<file path="src/rtl/hilo_unit_pkg.sv">
// Shared definitions for the HI/LO unit: FSM encoding and divider constants.
package hilo_unit_pkg;

   typedef enum logic [1:0] {
      ST_IDLE = 2'd0,
      ST_BUSY = 2'd1,
      ST_DONE = 2'd2
   } hilo_state_t;

   localparam int unsigned DIV_CYCLES = 32;
   localparam int unsigned CNT_W      = $clog2(DIV_CYCLES);

   // Quotient reported for any division by zero, signed or unsigned.
   localparam logic [31:0] DIV_ZERO_QUO = 32'hFFFF_FFFF;

endpackage

</file>
<file path="src/rtl/hilo_unit_if.sv">
// Decoder/multiplier-facing bus of the HI/LO unit.
interface hilo_unit_if #(parameter int unsigned WIDTH = 32);

   logic               hiwrite;
   logic               lowrite;
   logic               hiorlo;
   logic [WIDTH-1:0]   wdata;
   logic               hilo_we;
   logic [2*WIDTH-1:0] hilo_wdata;
   logic               div_start;
   logic               div_signed;
   logic [WIDTH-1:0]   div_a;
   logic [WIDTH-1:0]   div_b;
   logic               annul;
   logic               stall;
   logic               div_done;
   logic [WIDTH-1:0]   hi_o;
   logic [WIDTH-1:0]   lo_o;
   logic [WIDTH-1:0]   rdata;

   modport master (
      output hiwrite, lowrite, hiorlo, wdata, hilo_we, hilo_wdata,
             div_start, div_signed, div_a, div_b, annul,
      input  stall, div_done, hi_o, lo_o, rdata
   );

   modport slave (
      input  hiwrite, lowrite, hiorlo, wdata, hilo_we, hilo_wdata,
             div_start, div_signed, div_a, div_b, annul,
      output stall, div_done, hi_o, lo_o, rdata
   );

endinterface

</file>
<file path="src/rtl/hilo_unit_div_core.sv">
// div_core: restoring divider on operand magnitudes, one quotient bit per cycle.
// done/quotient/remainder are presented during the final iteration cycle.
module div_core
   import hilo_unit_pkg::*;
#(
   parameter int unsigned WIDTH = 32
) (
   input  logic             clk,
   input  logic             resetn,
   input  logic             start,
   input  logic             abort,
   input  logic             is_signed,
   input  logic [WIDTH-1:0] a,
   input  logic [WIDTH-1:0] b,
   output logic             done,
   output logic [WIDTH-1:0] quotient,
   output logic [WIDTH-1:0] remainder
);

   logic             busy_q;
   logic [CNT_W-1:0] cnt_q;
   logic [WIDTH-1:0] rem_q;
   logic [WIDTH-1:0] quo_q;
   logic [WIDTH-1:0] dvs_q;
   logic [WIDTH-1:0] a_q;
   logic             qneg_q;
   logic             rneg_q;
   logic             dbz_q;

   logic [WIDTH-1:0] mag_a;
   logic [WIDTH-1:0] mag_b;
   logic [WIDTH:0]   shifted;
   logic [WIDTH:0]   diff;
   logic [WIDTH-1:0] rem_n;
   logic [WIDTH-1:0] quo_n;
   logic             last;

   assign mag_a = (is_signed & a[WIDTH-1]) ? -a : a;
   assign mag_b = (is_signed & b[WIDTH-1]) ? -b : b;

   // One restoring step: shift in the next dividend bit, subtract if it fits.
   always_comb begin
      shifted = {rem_q, quo_q[WIDTH-1]};
      diff    = shifted - {1'b0, dvs_q};
      rem_n   = diff[WIDTH] ? shifted[WIDTH-1:0] : diff[WIDTH-1:0];
      quo_n   = {quo_q[WIDTH-2:0], ~diff[WIDTH]};
   end

   assign last = (cnt_q == CNT_W'(DIV_CYCLES - 1));
   assign done = busy_q & ~abort & last;

   // Sign fix-up and divide-by-zero override on the final-step values.
   always_comb begin
      if (dbz_q) begin
         quotient  = WIDTH'(DIV_ZERO_QUO);
         remainder = a_q;
      end else begin
         quotient  = qneg_q ? -quo_n : quo_n;
         remainder = rneg_q ? -rem_n : rem_n;
      end
   end

   always_ff @(posedge clk) begin
      if (!resetn) begin
         busy_q <= 1'b0;
         cnt_q  <= '0;
         rem_q  <= '0;
         quo_q  <= '0;
         dvs_q  <= '0;
         a_q    <= '0;
         qneg_q <= 1'b0;
         rneg_q <= 1'b0;
         dbz_q  <= 1'b0;
      end else if (start) begin
         busy_q <= 1'b1;
         cnt_q  <= '0;
         rem_q  <= '0;
         quo_q  <= mag_a;
         dvs_q  <= mag_b;
         a_q    <= a;
         qneg_q <= is_signed & (a[WIDTH-1] ^ b[WIDTH-1]);
         rneg_q <= is_signed & a[WIDTH-1];
         dbz_q  <= (b == '0);
      end else if (busy_q) begin
         if (abort || last) begin
            busy_q <= 1'b0;
         end
         cnt_q <= cnt_q + CNT_W'(1);
         rem_q <= rem_n;
         quo_q <= quo_n;
      end
   end

endmodule

</file>
<file path="src/rtl/hilo_unit.sv">
// hilo_unit: HI/LO register file with MTHI/MTLO/MFHI/MFLO, multiplier write and
// iterative DIV/DIVU. Optional macro HILO_BYPASS_EN forwards same-cycle writes to rdata.
module hilo_unit
   import hilo_unit_pkg::*;
#(
   parameter int unsigned WIDTH = 32
) (
   input  logic      clk,
   input  logic      resetn,
   hilo_unit_if.slave bus
);

   hilo_state_t      state_q;
   hilo_state_t      state_n;
   logic [WIDTH-1:0] hi_q;
   logic [WIDTH-1:0] lo_q;
   logic [WIDTH-1:0] rdata_c;

   logic             core_start;
   logic             core_abort;
   logic             core_done;
   logic [WIDTH-1:0] core_quo;
   logic [WIDTH-1:0] core_rem;
   logic             stall_c;

   div_core #(.WIDTH(WIDTH)) u_div_core (
      .clk       (clk),
      .resetn    (resetn),
      .start     (core_start),
      .abort     (core_abort),
      .is_signed (bus.div_signed),
      .a         (bus.div_a),
      .b         (bus.div_b),
      .done      (core_done),
      .quotient  (core_quo),
      .remainder (core_rem)
   );

   always_ff @(posedge clk) begin
      if (!resetn) begin
         state_q <= ST_IDLE;
      end else begin
         state_q <= state_n;
      end
   end

   // Division handshake; annul wins over completion in the final BUSY cycle.
   always_comb begin
      state_n    = state_q;
      core_start = 1'b0;
      core_abort = 1'b0;
      stall_c    = 1'b0;
      unique case (state_q)
         ST_IDLE: begin
            if (bus.div_start && !bus.annul) begin
               state_n    = ST_BUSY;
               core_start = 1'b1;
               stall_c    = 1'b1;
            end
         end
         ST_BUSY: begin
            stall_c = 1'b1;
            if (bus.annul) begin
               state_n    = ST_IDLE;
               core_abort = 1'b1;
            end else if (core_done) begin
               state_n = ST_DONE;
            end
         end
         ST_DONE: begin
            state_n = ST_IDLE;
         end
         default: begin
            state_n = ST_IDLE;
         end
      endcase
   end

   // HI/LO registers: division result in BUSY, otherwise multiplier then MTHI/MTLO.
   always_ff @(posedge clk) begin
      if (!resetn) begin
         hi_q <= '0;
         lo_q <= '0;
      end else if (state_q == ST_BUSY) begin
         if (core_done && !bus.annul) begin
            hi_q <= core_rem;
            lo_q <= core_quo;
         end
      end else if (bus.hilo_we) begin
         hi_q <= bus.hilo_wdata[2*WIDTH-1:WIDTH];
         lo_q <= bus.hilo_wdata[WIDTH-1:0];
      end else begin
         if (bus.hiwrite) begin
            hi_q <= bus.wdata;
         end
         if (bus.lowrite) begin
            lo_q <= bus.wdata;
         end
      end
   end

   always_comb begin
      rdata_c = bus.hiorlo ? lo_q : hi_q;
`ifdef HILO_BYPASS_EN
      if (state_q != ST_BUSY) begin
         if (bus.hilo_we) begin
            rdata_c = bus.hiorlo ? bus.hilo_wdata[WIDTH-1:0] : bus.hilo_wdata[2*WIDTH-1:WIDTH];
         end else if (bus.hiorlo ? bus.lowrite : bus.hiwrite) begin
            rdata_c = bus.wdata;
         end
      end
`endif
   end

   assign bus.stall    = stall_c;
   assign bus.div_done = (state_q == ST_DONE);
   assign bus.hi_o     = hi_q;
   assign bus.lo_o     = lo_q;
   assign bus.rdata    = rdata_c;

endmodule

</file>
<file path="src/flat_wrapper.sv">
// flat-port wrapper written by rule: the top's interface ports become plain ports
module hilo_unit_flat import hilo_unit_pkg::*;
#(
   parameter int unsigned WIDTH = 32
)
  (clk, resetn, bus_hiwrite, bus_lowrite, bus_hiorlo, bus_wdata, bus_hilo_we, bus_hilo_wdata, bus_div_start, bus_div_signed, bus_div_a, bus_div_b, bus_annul, bus_stall, bus_div_done, bus_hi_o, bus_lo_o, bus_rdata);
  hilo_unit_if #(.WIDTH(WIDTH)) bus_i ();
  input  logic clk;
  input  logic resetn;
  input wire logic [$bits(bus_i.hiwrite)-1:0] bus_hiwrite;
  input wire logic [$bits(bus_i.lowrite)-1:0] bus_lowrite;
  input wire logic [$bits(bus_i.hiorlo)-1:0] bus_hiorlo;
  input wire logic [$bits(bus_i.wdata)-1:0] bus_wdata;
  input wire logic [$bits(bus_i.hilo_we)-1:0] bus_hilo_we;
  input wire logic [$bits(bus_i.hilo_wdata)-1:0] bus_hilo_wdata;
  input wire logic [$bits(bus_i.div_start)-1:0] bus_div_start;
  input wire logic [$bits(bus_i.div_signed)-1:0] bus_div_signed;
  input wire logic [$bits(bus_i.div_a)-1:0] bus_div_a;
  input wire logic [$bits(bus_i.div_b)-1:0] bus_div_b;
  input wire logic [$bits(bus_i.annul)-1:0] bus_annul;
  output wire logic [$bits(bus_i.stall)-1:0] bus_stall;
  output wire logic [$bits(bus_i.div_done)-1:0] bus_div_done;
  output wire logic [$bits(bus_i.hi_o)-1:0] bus_hi_o;
  output wire logic [$bits(bus_i.lo_o)-1:0] bus_lo_o;
  output wire logic [$bits(bus_i.rdata)-1:0] bus_rdata;
  assign bus_i.hiwrite = bus_hiwrite;
  assign bus_i.lowrite = bus_lowrite;
  assign bus_i.hiorlo = bus_hiorlo;
  assign bus_i.wdata = bus_wdata;
  assign bus_i.hilo_we = bus_hilo_we;
  assign bus_i.hilo_wdata = bus_hilo_wdata;
  assign bus_i.div_start = bus_div_start;
  assign bus_i.div_signed = bus_div_signed;
  assign bus_i.div_a = bus_div_a;
  assign bus_i.div_b = bus_div_b;
  assign bus_i.annul = bus_annul;
  assign bus_stall = bus_i.stall;
  assign bus_div_done = bus_i.div_done;
  assign bus_hi_o = bus_i.hi_o;
  assign bus_lo_o = bus_i.lo_o;
  assign bus_rdata = bus_i.rdata;
  hilo_unit #(.WIDTH(WIDTH)) u_core (.clk(clk), .resetn(resetn), .bus(bus_i));
endmodule
</file>
<file path="config.mk">
export PLATFORM = sky130hd
export DESIGN_NAME = hilo_unit_flat
export DESIGN_NICKNAME = d
export VERILOG_FILES = /design/src/rtl/hilo_unit_pkg.sv /design/src/rtl/hilo_unit_if.sv /design/src/rtl/hilo_unit_div_core.sv /design/src/rtl/hilo_unit.sv /design/src/flat_wrapper.sv
export SDC_FILE = /design/constraint.sdc
export NUM_CORES = 1
export LEC_CHECK = 0
export ABC_CLOCK_PERIOD_IN_PS = 5000
export CAP_MARGIN = 10
export CORE_MARGIN = 8
export CORE_UTILIZATION = 40
export CTS_BUF_LIST = sky130_fd_sc_hd__clkbuf_8
export DETAILED_ROUTE_END_ITERATION = 7
export PLACE_DENSITY = 0.66
export RECOVER_POWER = 25
export SYNTH_ARGS = -nofsm -noshare
export SYNTH_HDL_FRONTEND = slang
export SYNTH_SLANG_ARGS = --single-unit
</file>
<file path="constraint.sdc">
create_clock -name clk -period 5 [get_ports clk]
set_clock_uncertainty 0.15 [all_clocks]
set_input_delay 1 -clock clk [delete_from_list [all_inputs] [get_ports clk]]
set_output_delay 1 -clock clk [all_outputs]
set_load 0.03 [all_outputs]
</file>
Selected gate families:
The bar under the picture is 50 µm long.
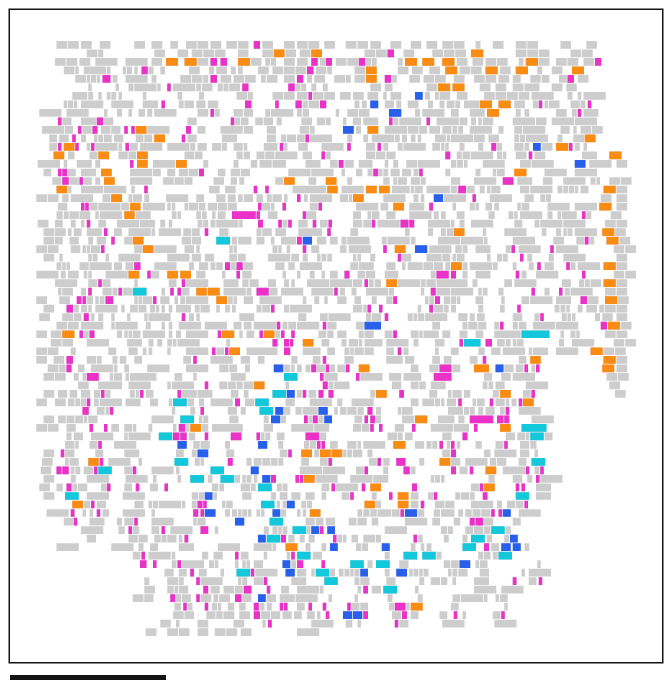
adder and majority cells -> cyan  # cells 39, most used ha_1
multiplexers -> orange  # cells 102, most used mux2i_1, where all over the die
AND-OR and OR-AND gates -> blue  # cells 45, most used a21o_1
NOR gates -> magenta  # cells 323, most used nor2_1, where all over the die

Layout detail:
The bar under the picture is 10 µm long. Region (136, 32) to (176, 72) µm. Cells in grey, sequential cells in the stronger grey; small squares are vias.
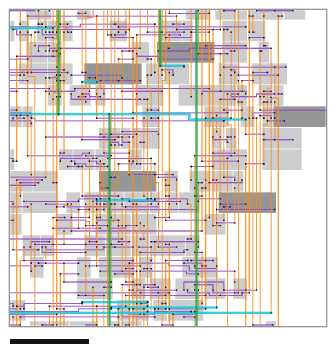
met2 -> orange
met3 -> cyan
met1 -> purple
met4 -> green
cells with their middle in the window = 96
netlist names of flops here include = u_core.u_div_core.rem_q (4), u_core.u_div_core.dvs_q (1)
most frequent = nor2_1 (13), a21oi_1 (11), ha_1 (6)
sequential cells in the window = 5

Signal wires on met3:
The bar under the picture is 50 µm long. Cells faint in the background.
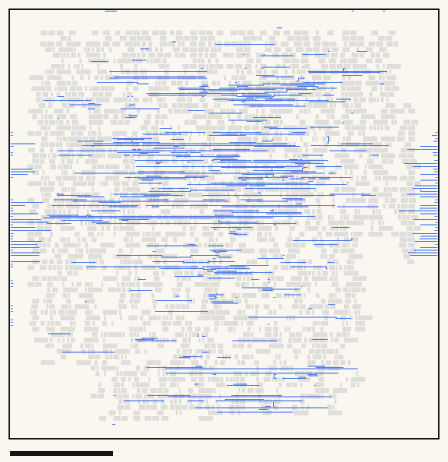
main direction = horizontal
nets with wire on the layer = 307
longest straight run = 121 µm
wire length on this layer = 5970 µm

Routing congestion map:
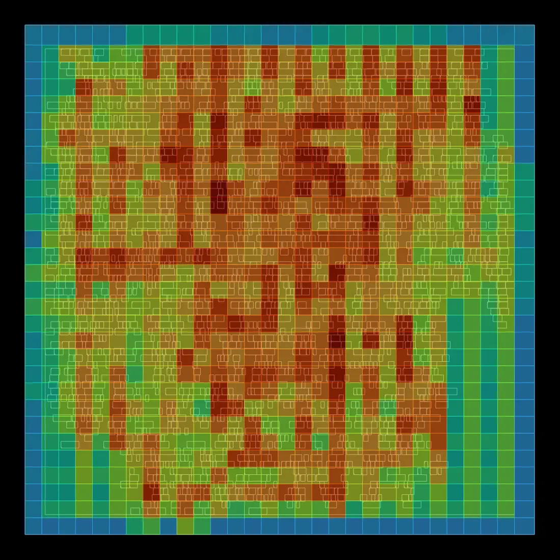
M1 GR Usage: 37.39%
fin util: 51.92%

[flip-flops by register name, indices dropped and copies added, names as in the netlist]
name                      flops
u_core.bus.hi_o              32
u_core.bus.lo_o              32
u_core.state_q                2
u_core.u_div_core.a_q        32
u_core.u_div_core.busy_q      1
u_core.u_div_core.cnt_q       5
u_core.u_div_core.dbz_q       1
u_core.u_div_core.dvs_q      32
u_core.u_div_core.qneg_q      1
u_core.u_div_core.quo_q      32
u_core.u_div_core.rem_q      32
u_core.u_div_core.rneg_q      1
[final cells by class]
class | instances | share of cell area [%]
clock inverters | 19 | 0.5807
inverters | 56 | 1.148
clock buffers | 51 | 3.702
multi-input cells | 1561 | 53.29
repair buffers | 333 | 16.70
diodes | 1 | 0.01320
well taps | 468 | 3.088
flip-flops and latches | 203 | 21.48
==> flow_summary.yaml <==
# physical design summary
drt:
  ant_nets: 0
  wirelength_um: 62800
  wl_met2_um: 27660
  dr.pass1.iters: 5
critical_path:
  cp-end-kind: "flop"
  worst-r2r-cell-count: 21
  arrival_ns: 5.07
  critical_path_class: "reg2reg"
  cp_num_cells: 21
  cp_top_family: "AND-OR/OR-AND gates"
  crit_end: "u_core.bus.hi_o[24]"
  r2r-end: "u_core.bus.hi_o[24]"
  cp_slowest_cell: "a311o_2"
  r2r_start: "u_core.u_div_core.quo_q[31]"
yosys:
  yosys_warnings: 0
  synth_top_cell_by_count: "a21oi_1"
  async_flop_share_pct: 0
  yosys.area.top_type_share_pct: 27.47
  postSynthSeqShare_pct: 27.47
  top_logic_kind: "AND-OR/OR-AND gates"
  ys_cells: 1958
  ys_ff: 203
  edf_count: 0
  ys_top_cells_by_count: "226 x a21oi_1, 215 x nor2_1, 203 x dfxtp_1"
  top_area_cell: "dfxtp_1"
  syn_avg_cell_area_um2: 7.556
power:
  p_seq_mw: 1.91
  max-vdd-ir-drop_mv: 0.2080
  comb_power_share_pct: 45.7
  p_seq_share_pct: 28.5
  power_density_nw_per_um2: 354.0
  internal_power_mw: 3.898
  comb_power_mw: 3.07
status:
  status: "finished with violations"
  violations: "capacitance limit, slew limit"
grt:
  grt_max_degree: 80
  met3_usage_pct: 7.034
  grt_use_total_pct: 27.44
  top_usage_layer: "met2"
sta:
  setup_slack_ns: 0.1683
  slew-limit-headroom_pct: -34.93
  finalCriticalPeriod_ns: 4.832
  finalSetupTns_ns: 0
  report.final.slew_viol_count: 118
final_layout:
  logic_area_um2: 10100
  layout_top_cell: "clkdlybuf4s50_1"
  stdcell_count: 2692
hold_path:
  min_from: "u_core.u_div_core.a_q[16]"
  hold_path_depth: 2
  min_to: "u_core.u_div_core.a_q[16]"
flow_run:
  tool_warnings: 27
  drv_cap: 2
floorplanning:
  ios: 267
  fp_util_pct: 40.51
  die_w_um: 208.3
clock_tree:
  htree_levels: 2
  numCtsBuffers: 39
  cts_hold_buf: 0
  clk_path_buf_depth: 3
  post-cts-setup-buffers: 0
  cts_root_buffer: "clkbuf_8"
place:
  dp_cells: 2609
  portBuffers: 266
  post-place-ws_ns: 0.08988
  gp_congestion: 0.9909
No activity file was given, so power comes from the tool's default toggle rates.
